## src/rtl/alu_seq_if.sv

```systemverilog
// Handshake bundle for alu_seq: operand/opcode request side and result/flags response side.
// The master drives requests and out_ready; the slave (the ALU) drives everything else.
interface alu_seq_if #(
    parameter int N = 8
);
    logic         in_valid;
    logic         in_ready;
    logic [N-1:0] a;
    logic [N-1:0] b;
    logic [2:0]   selec_alu;
    logic [N-1:0] result;
    logic [N-1:0] result_hi;
    logic         Neg;
    logic         Z;
    logic         C;
    logic         V;
    logic         out_valid;
    logic         out_ready;

    modport master (
        output in_valid, a, b, selec_alu, out_ready,
        input  in_ready, result, result_hi, Neg, Z, C, V, out_valid
    );

    modport slave (
        input  in_valid, a, b, selec_alu, out_ready,
        output in_ready, result, result_hi, Neg, Z, C, V, out_valid
    );
endinterface

```

## src/rtl/alu_seq.sv

```systemverilog
// Sequential ALU: logic/add/sub in 1 cycle, shift-add mul and restoring div in N+1 cycles.
// One op in flight; in_ready only in IDLE, results held in DONE until out_ready.
module alu_seq #(
    parameter int N = 8
) (
    input  logic     clk,
    input  logic     rst_n,
    alu_seq_if.slave bus
);
    localparam int CW = $clog2(N + 1);

    localparam logic [2:0] OP_ADD = 3'b000;
    localparam logic [2:0] OP_SUB = 3'b001;
    localparam logic [2:0] OP_MUL = 3'b010;
    localparam logic [2:0] OP_DIV = 3'b011;
    localparam logic [2:0] OP_AND = 3'b100;
    localparam logic [2:0] OP_OR  = 3'b101;
    localparam logic [2:0] OP_NOT = 3'b110;
    localparam logic [2:0] OP_XOR = 3'b111;

    typedef enum logic [1:0] {IDLE, BUSY, DONE} state_t;

    state_t        state_q, state_d;
    logic [N-1:0]  a_q, a_d, b_q, b_d, hi_q, hi_d, lo_q, lo_d;
    logic [2:0]    op_q, op_d;
    logic [CW-1:0] cnt_q, cnt_d;
    logic [N-1:0]  res_q, res_d, res_hi_q, res_hi_d;
    logic          neg_q, neg_d, z_q, z_d, c_q, c_d, v_q, v_d;

    logic          accept, multi_in, last_step, is_div;
    logic [N:0]    sum, diff;
    logic [N-1:0]  s_res;
    logic          s_c, s_v;
    logic [N:0]    msum, rem_try;
    logic [N-1:0]  rem_sub, st_hi, st_lo;
    logic          q_bit;

    assign accept    = bus.in_valid && (state_q == IDLE);
    assign multi_in  = (bus.selec_alu == OP_MUL) || (bus.selec_alu == OP_DIV);
    assign last_step = (state_q == BUSY) && (cnt_q == CW'(1));
    assign is_div    = (op_q == OP_DIV);

    // Single-cycle ops are evaluated straight from the bus at the accept edge.
    always_comb begin
        sum   = {1'b0, bus.a} + {1'b0, bus.b};
        diff  = {1'b0, bus.a} - {1'b0, bus.b};
        s_res = '0;
        s_c   = 1'b0;
        s_v   = 1'b0;
        unique case (bus.selec_alu)
            OP_ADD: begin
                s_res = sum[N-1:0];
                s_c   = sum[N];
                s_v   = (bus.a[N-1] == bus.b[N-1]) && (sum[N-1] != bus.a[N-1]);
            end
            OP_SUB: begin
                s_res = diff[N-1:0];
                s_c   = ~diff[N];
                s_v   = (bus.a[N-1] != bus.b[N-1]) && (diff[N-1] != bus.a[N-1]);
            end
            OP_AND:  s_res = bus.a & bus.b;
            OP_OR:   s_res = bus.a | bus.b;
            OP_NOT:  s_res = ~bus.a;
            OP_XOR:  s_res = bus.a ^ bus.b;
            default: s_res = '0;
        endcase
    end

    // hi/lo double as product accumulator or as remainder/quotient shift pair.
    always_comb begin
        msum    = {1'b0, hi_q} + (lo_q[0] ? {1'b0, a_q} : '0);
        rem_try = {hi_q, lo_q[N-1]};
        q_bit   = rem_try >= {1'b0, b_q};
        rem_sub = q_bit ? (rem_try[N-1:0] - b_q) : rem_try[N-1:0];
        if (is_div) begin
            st_hi = rem_sub;
            st_lo = {lo_q[N-2:0], q_bit};
        end else begin
            st_hi = msum[N:1];
            st_lo = {msum[0], lo_q[N-1:1]};
        end
    end

    always_comb begin
        a_d      = a_q;
        b_d      = b_q;
        op_d     = op_q;
        hi_d     = hi_q;
        lo_d     = lo_q;
        cnt_d    = cnt_q;
        res_d    = res_q;
        res_hi_d = res_hi_q;
        neg_d    = neg_q;
        z_d      = z_q;
        c_d      = c_q;
        v_d      = v_q;
        if (accept) begin
            a_d  = bus.a;
            b_d  = bus.b;
            op_d = bus.selec_alu;
            if (multi_in) begin
                hi_d  = '0;
                lo_d  = (bus.selec_alu == OP_DIV) ? bus.a : bus.b;
                cnt_d = CW'(N);
            end else begin
                res_d    = s_res;
                res_hi_d = '0;
                neg_d    = s_res[N-1];
                z_d      = (s_res == '0);
                c_d      = s_c;
                v_d      = s_v;
            end
        end else if (state_q == BUSY) begin
            hi_d  = st_hi;
            lo_d  = st_lo;
            cnt_d = cnt_q - CW'(1);
            if (last_step) begin
                res_d    = st_lo;
                res_hi_d = st_hi;
                neg_d    = is_div ? 1'b0 : st_lo[N-1];
                z_d      = (st_lo == '0) && (st_hi == '0);
                c_d      = !is_div && (st_hi != '0);
                v_d      = is_div && (b_q == '0);
            end
        end
    end

    always_ff @(posedge clk or negedge rst_n) begin
        if (!rst_n) begin
            state_q  <= IDLE;
            a_q      <= '0;
            b_q      <= '0;
            op_q     <= '0;
            hi_q     <= '0;
            lo_q     <= '0;
            cnt_q    <= '0;
            res_q    <= '0;
            res_hi_q <= '0;
            neg_q    <= 1'b0;
            z_q      <= 1'b0;
            c_q      <= 1'b0;
            v_q      <= 1'b0;
        end else begin
            state_q  <= state_d;
            a_q      <= a_d;
            b_q      <= b_d;
            op_q     <= op_d;
            hi_q     <= hi_d;
            lo_q     <= lo_d;
            cnt_q    <= cnt_d;
            res_q    <= res_d;
            res_hi_q <= res_hi_d;
            neg_q    <= neg_d;
            z_q      <= z_d;
            c_q      <= c_d;
            v_q      <= v_d;
        end
    end

    always_comb begin
        state_d = state_q;
        unique case (state_q)
            IDLE:    if (bus.in_valid) state_d = multi_in ? BUSY : DONE;
            BUSY:    if (cnt_q == CW'(1)) state_d = DONE;
            DONE:    if (bus.out_ready) state_d = IDLE;
            default: state_d = IDLE;
        endcase
    end

    always_comb begin
        bus.in_ready  = (state_q == IDLE);
        bus.out_valid = (state_q == DONE);
        bus.result    = res_q;
        bus.result_hi = res_hi_q;
        bus.Neg       = neg_q;
        bus.Z         = z_q;
        bus.C         = c_q;
        bus.V         = v_q;
    end
endmodule
```

## src/flat_wrapper.sv

```systemverilog
// flat-port wrapper written by rule: the top's interface ports become plain ports
module alu_seq_flat 
#(
    parameter int N = 8
)
  (clk, rst_n, bus_in_valid, bus_a, bus_b, bus_selec_alu, bus_out_ready, bus_in_ready, bus_result, bus_result_hi, bus_Neg, bus_Z, bus_C, bus_V, bus_out_valid);
  alu_seq_if #(.N(N)) bus_i ();
  input  logic clk;
  input  logic rst_n;
  input wire logic [$bits(bus_i.in_valid)-1:0] bus_in_valid;
  input wire logic [$bits(bus_i.a)-1:0] bus_a;
  input wire logic [$bits(bus_i.b)-1:0] bus_b;
  input wire logic [$bits(bus_i.selec_alu)-1:0] bus_selec_alu;
  input wire logic [$bits(bus_i.out_ready)-1:0] bus_out_ready;
  output wire logic [$bits(bus_i.in_ready)-1:0] bus_in_ready;
  output wire logic [$bits(bus_i.result)-1:0] bus_result;
  output wire logic [$bits(bus_i.result_hi)-1:0] bus_result_hi;
  output wire logic [$bits(bus_i.Neg)-1:0] bus_Neg;
  output wire logic [$bits(bus_i.Z)-1:0] bus_Z;
  output wire logic [$bits(bus_i.C)-1:0] bus_C;
  output wire logic [$bits(bus_i.V)-1:0] bus_V;
  output wire logic [$bits(bus_i.out_valid)-1:0] bus_out_valid;
  assign bus_i.in_valid = bus_in_valid;
  assign bus_i.a = bus_a;
  assign bus_i.b = bus_b;
  assign bus_i.selec_alu = bus_selec_alu;
  assign bus_i.out_ready = bus_out_ready;
  assign bus_in_ready = bus_i.in_ready;
  assign bus_result = bus_i.result;
  assign bus_result_hi = bus_i.result_hi;
  assign bus_Neg = bus_i.Neg;
  assign bus_Z = bus_i.Z;
  assign bus_C = bus_i.C;
  assign bus_V = bus_i.V;
  assign bus_out_valid = bus_i.out_valid;
  alu_seq #(.N(N)) u_core (.clk(clk), .rst_n(rst_n), .bus(bus_i));
endmodule
```

## config.mk

```make
export PLATFORM = sky130hd
export DESIGN_NAME = alu_seq_flat
export DESIGN_NICKNAME = d
export VERILOG_FILES = /design/src/rtl/alu_seq_if.sv /design/src/rtl/alu_seq.sv /design/src/flat_wrapper.sv
export SDC_FILE = /design/constraint.sdc
export NUM_CORES = 1
export LEC_CHECK = 0
export ABC_CLOCK_PERIOD_IN_PS = 2740
export CORE_MARGIN = 2
export CORE_UTILIZATION = 47
export CTS_BUF_LIST = sky130_fd_sc_hd__clkbuf_4 sky130_fd_sc_hd__clkbuf_8
export CTS_CLUSTER_SIZE = 16
export DETAILED_ROUTE_END_ITERATION = 10
export DONT_BUFFER_PORTS = 1
export PLACE_DENSITY_LB_ADDON = 0.08
export SYNTH_ARGS = -nofsm -noshare
export SYNTH_HDL_FRONTEND = slang
export SYNTH_SLANG_ARGS = --single-unit
```

## constraint.sdc

```tcl
create_clock -name clk -period 2.74 [get_ports clk]
set_input_delay 0.685 -clock clk [delete_from_list [all_inputs] [get_ports clk]]
set_output_delay 0.685 -clock clk [all_outputs]
set_load 0.05 [all_outputs]
```

Fig. 1: the metal 2 layer
The bar under the picture is 20 um long.
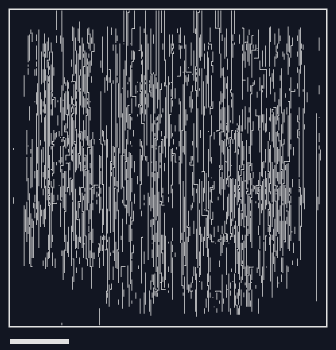
nets with wire on the layer: 639
longest straight run: 64.1 um
main direction: vertical
wire length on this layer: 7810 um
GR Util met2: 48.4%
Via Count: 4971
WL final: 16.0 mm

Fig. 2: clock network drawn from the DEF
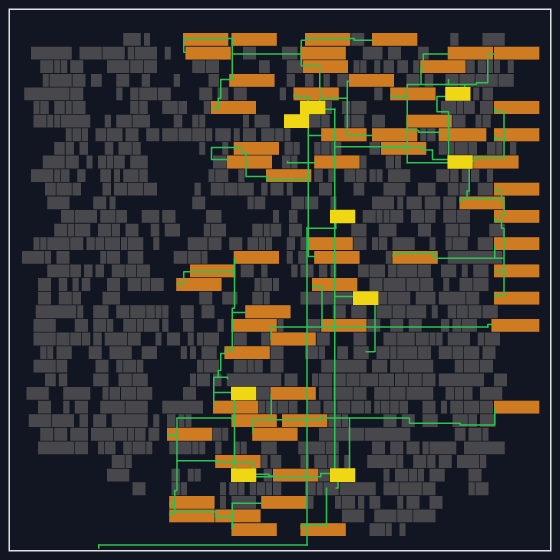
[yellow] clock drivers | count: 9
[orange] flip-flops | count: 61
[green] clock wires | length: 947 um
routed clock nets: 10
clk latency late pin: 0.35 ns
clock power share: 14.1%
Clock Power: 0.935 mW
Post-Route Skew: 0.0109 ns

Fig. 3: PDN straps and rails
Pins as bars on the die edge. Tap cells in grey.
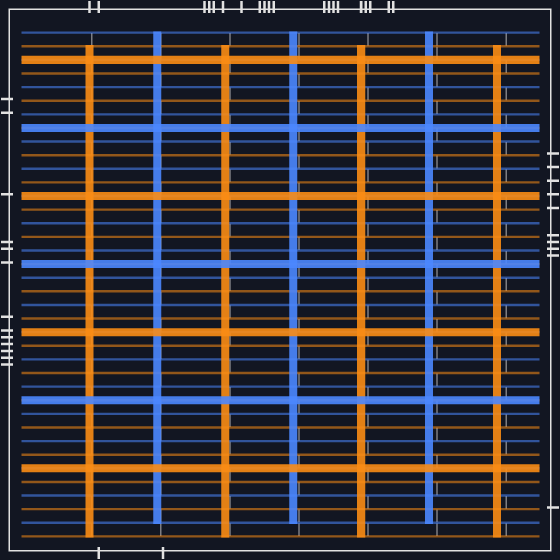
[blue] VDD
[orange] VSS
met5 straps: 7
met4 straps: 7
rows: 37
met1 rails: 38
tap cells: 136
Die H: 108 um
width of the chip: 108 um
VDD IR max: 451 uV
total core area: 10400 um2

==> results.sh <==
# yosys + openroad results
export IMPL_required_ns=3.01
export IMPL_cpPeakStageDelay_ns=0.50
export IMPL_ys_sh_mux_pct=2.74
export IMPL_drt_iter0_markers=378
export IMPL_post_route_cell_area_um2=6300
export IMPL_grt_pass1_wl_mm=25.6
export IMPL_cp_depth=9
export IMPL_setup_viol=1
export IMPL_r2r_start="u_core.lo_q[7]$_DFFE_PN0P_"
export IMPL_crit_chain="inv_1 -> ha_1 -> inv_1 -> fa_1 -> xnor2_1 -> a211oi_1 -> or4_4 -> or4_4 -> o211ai_2"
export IMPL_finalCriticalPeriod_ns=2.77
export IMPL_slew_violations=0
export IMPL_synth_comb_largest_family="AND-OR/OR-AND gates"
export IMPL_end_kind="flip-flop"
export IMPL_fin_ws_ns=-0.0303
export IMPL_path_clk_slew_ns=0.07
export IMPL_top_area_share_pct=30.1
export IMPL_synth_area_top_cells="dfrtp_1 30%, ha_1 11%, nand2_1 6.4%, o21ai_0 4.2%, inv_1 3.1%"
export IMPL_max_cap_violations=0
export IMPL_cp_num_buf_inv=2
export IMPL_fa_ha_area_share_pct=12.4
export IMPL_fp_util_pct=48.7
export IMPL_fp_nets=680
export IMPL_drive_above_1_share_pct=25.4
export IMPL_status="finished, violations left"
export IMPL_place_area_um2=5910
export IMPL_common_cells="86 x nand2_1, 61 x dfrtp_1, 44 x ha_1"
export IMPL_drt_wirelength_per_cell_um=19.1
export IMPL_cp_start_kind="flip-flop"
export IMPL_synth_seq_cells=61
export IMPL_mostFrequentLayoutCell="buf_4"
export IMPL_finalSetupTns_ns=-0.0303
export IMPL_cts_hold_buf=0
export IMPL_timing_rr_end="u_core.bus.Z$_DFFE_PN0P_"
export IMPL_critical_path_arrival_ns=3.04
export IMPL_ys_seq_share_pct=30.1
export IMPL_warning_count=48
export IMPL_ys_cells=609
export IMPL_synth_top_cell_by_area="dfrtp_1"
export IMPL_cts_buffers=9
export IMPL_grt_pass1_vias=4969
export IMPL_avgSynthCellArea_um2=8.33
export IMPL_grt_overflow=0
export IMPL_drt_pass1_iter_count=6
export IMPL_fmax_ghz=0.361
export IMPL_antenna_found_initial=0
export IMPL_violations="setup timing"
export IMPL_yosysUniqueCellTypes=71
export IMPL_dp_hpwl_mm=12.3
export IMPL_whs_ns=0.0292
export IMPL_dp_cells=809
export IMPL_stdcell_count=836
export IMPL_async_reset_ff_share_pct=100
export IMPL_hold_violations=0
export IMPL_xor_share_pct=2.24
export IMPL_syn_inst=609
export IMPL_r2r_slack_ns=-0.03
export IMPL_cp_max_fo=3
export IMPL_synth_edff_count=0
export IMPL_cts_tree="done"
export IMPL_cts_root_buf="clkbuf_8"
export IMPL_slew_headroom_pct=51.2
export IMPL_ios=45
export IMPL_most_common_layout_cells="105 x buf_4, 86 x nand2_1, 59 x dfrtp_1"
export IMPL_cts_sinks=61
export IMPL_pre_cts_slack_ns=-0.148
export IMPL_postCtsSetupBuffers=10
export IMPL_routed_via_density=5.95
export IMPL_finalPower_mw=6.64
export IMPL_synthSimpleGateAreaFrac_pct=21.3
export IMPL_power_density_nw_per_um2=1050
export IMPL_cts_max_path_buffers=2
export IMPL_yosysMostFrequentCell="nand2_1"
export IMPL_syn_to_final_growth_pct=24.1
export IMPL_cts_max_level=3
export IMPL_cp_endpoint="u_core.bus.Z$_DFFE_PN0P_"
export IMPL_r2r_cells=9
export IMPL_rsz0062_at_grt="true"
export IMPL_drc=0
export IMPL_rows=37
export IMPL_synthFlopType="dfrtp_1"
export IMPL_drtAntennaViolNets=0
export IMPL_place_congestion=0.884
export IMPL_grt_use_total_pct=28.7
export IMPL_ys_sh_aoi_pct=25.3
export IMPL_yosysChipArea_um2=5070
export IMPL_tightest_slew_ns=0.731
report_power, final:
part | switching, mW | internal (mW)
Sequential | 0.595 | 1.25
Clock | 0.384 | 0.551
Combinational | 2.00 | 1.85
Total | 2.98 | 3.66
per-layer routing:
metal,vias to the layer above,wire [um],track usage [%]
met1,2414,6670,35.8
met5,-,0,0
met2,160,7810,48.4
met3,32,938,4.36
met4,0,580,13.7
li1,2365,-,-
layout make-up:
cell class	instances	area, um2
tap	136	170
fill	948	4120
clock inverter	5	82.6
multi-input combinational	474	3410
inverter	43	161
sequential	61	1530
clock buffer	11	145
timing repair buffer	106	800
No activity file was given, so power comes from the tool's default toggle rates.
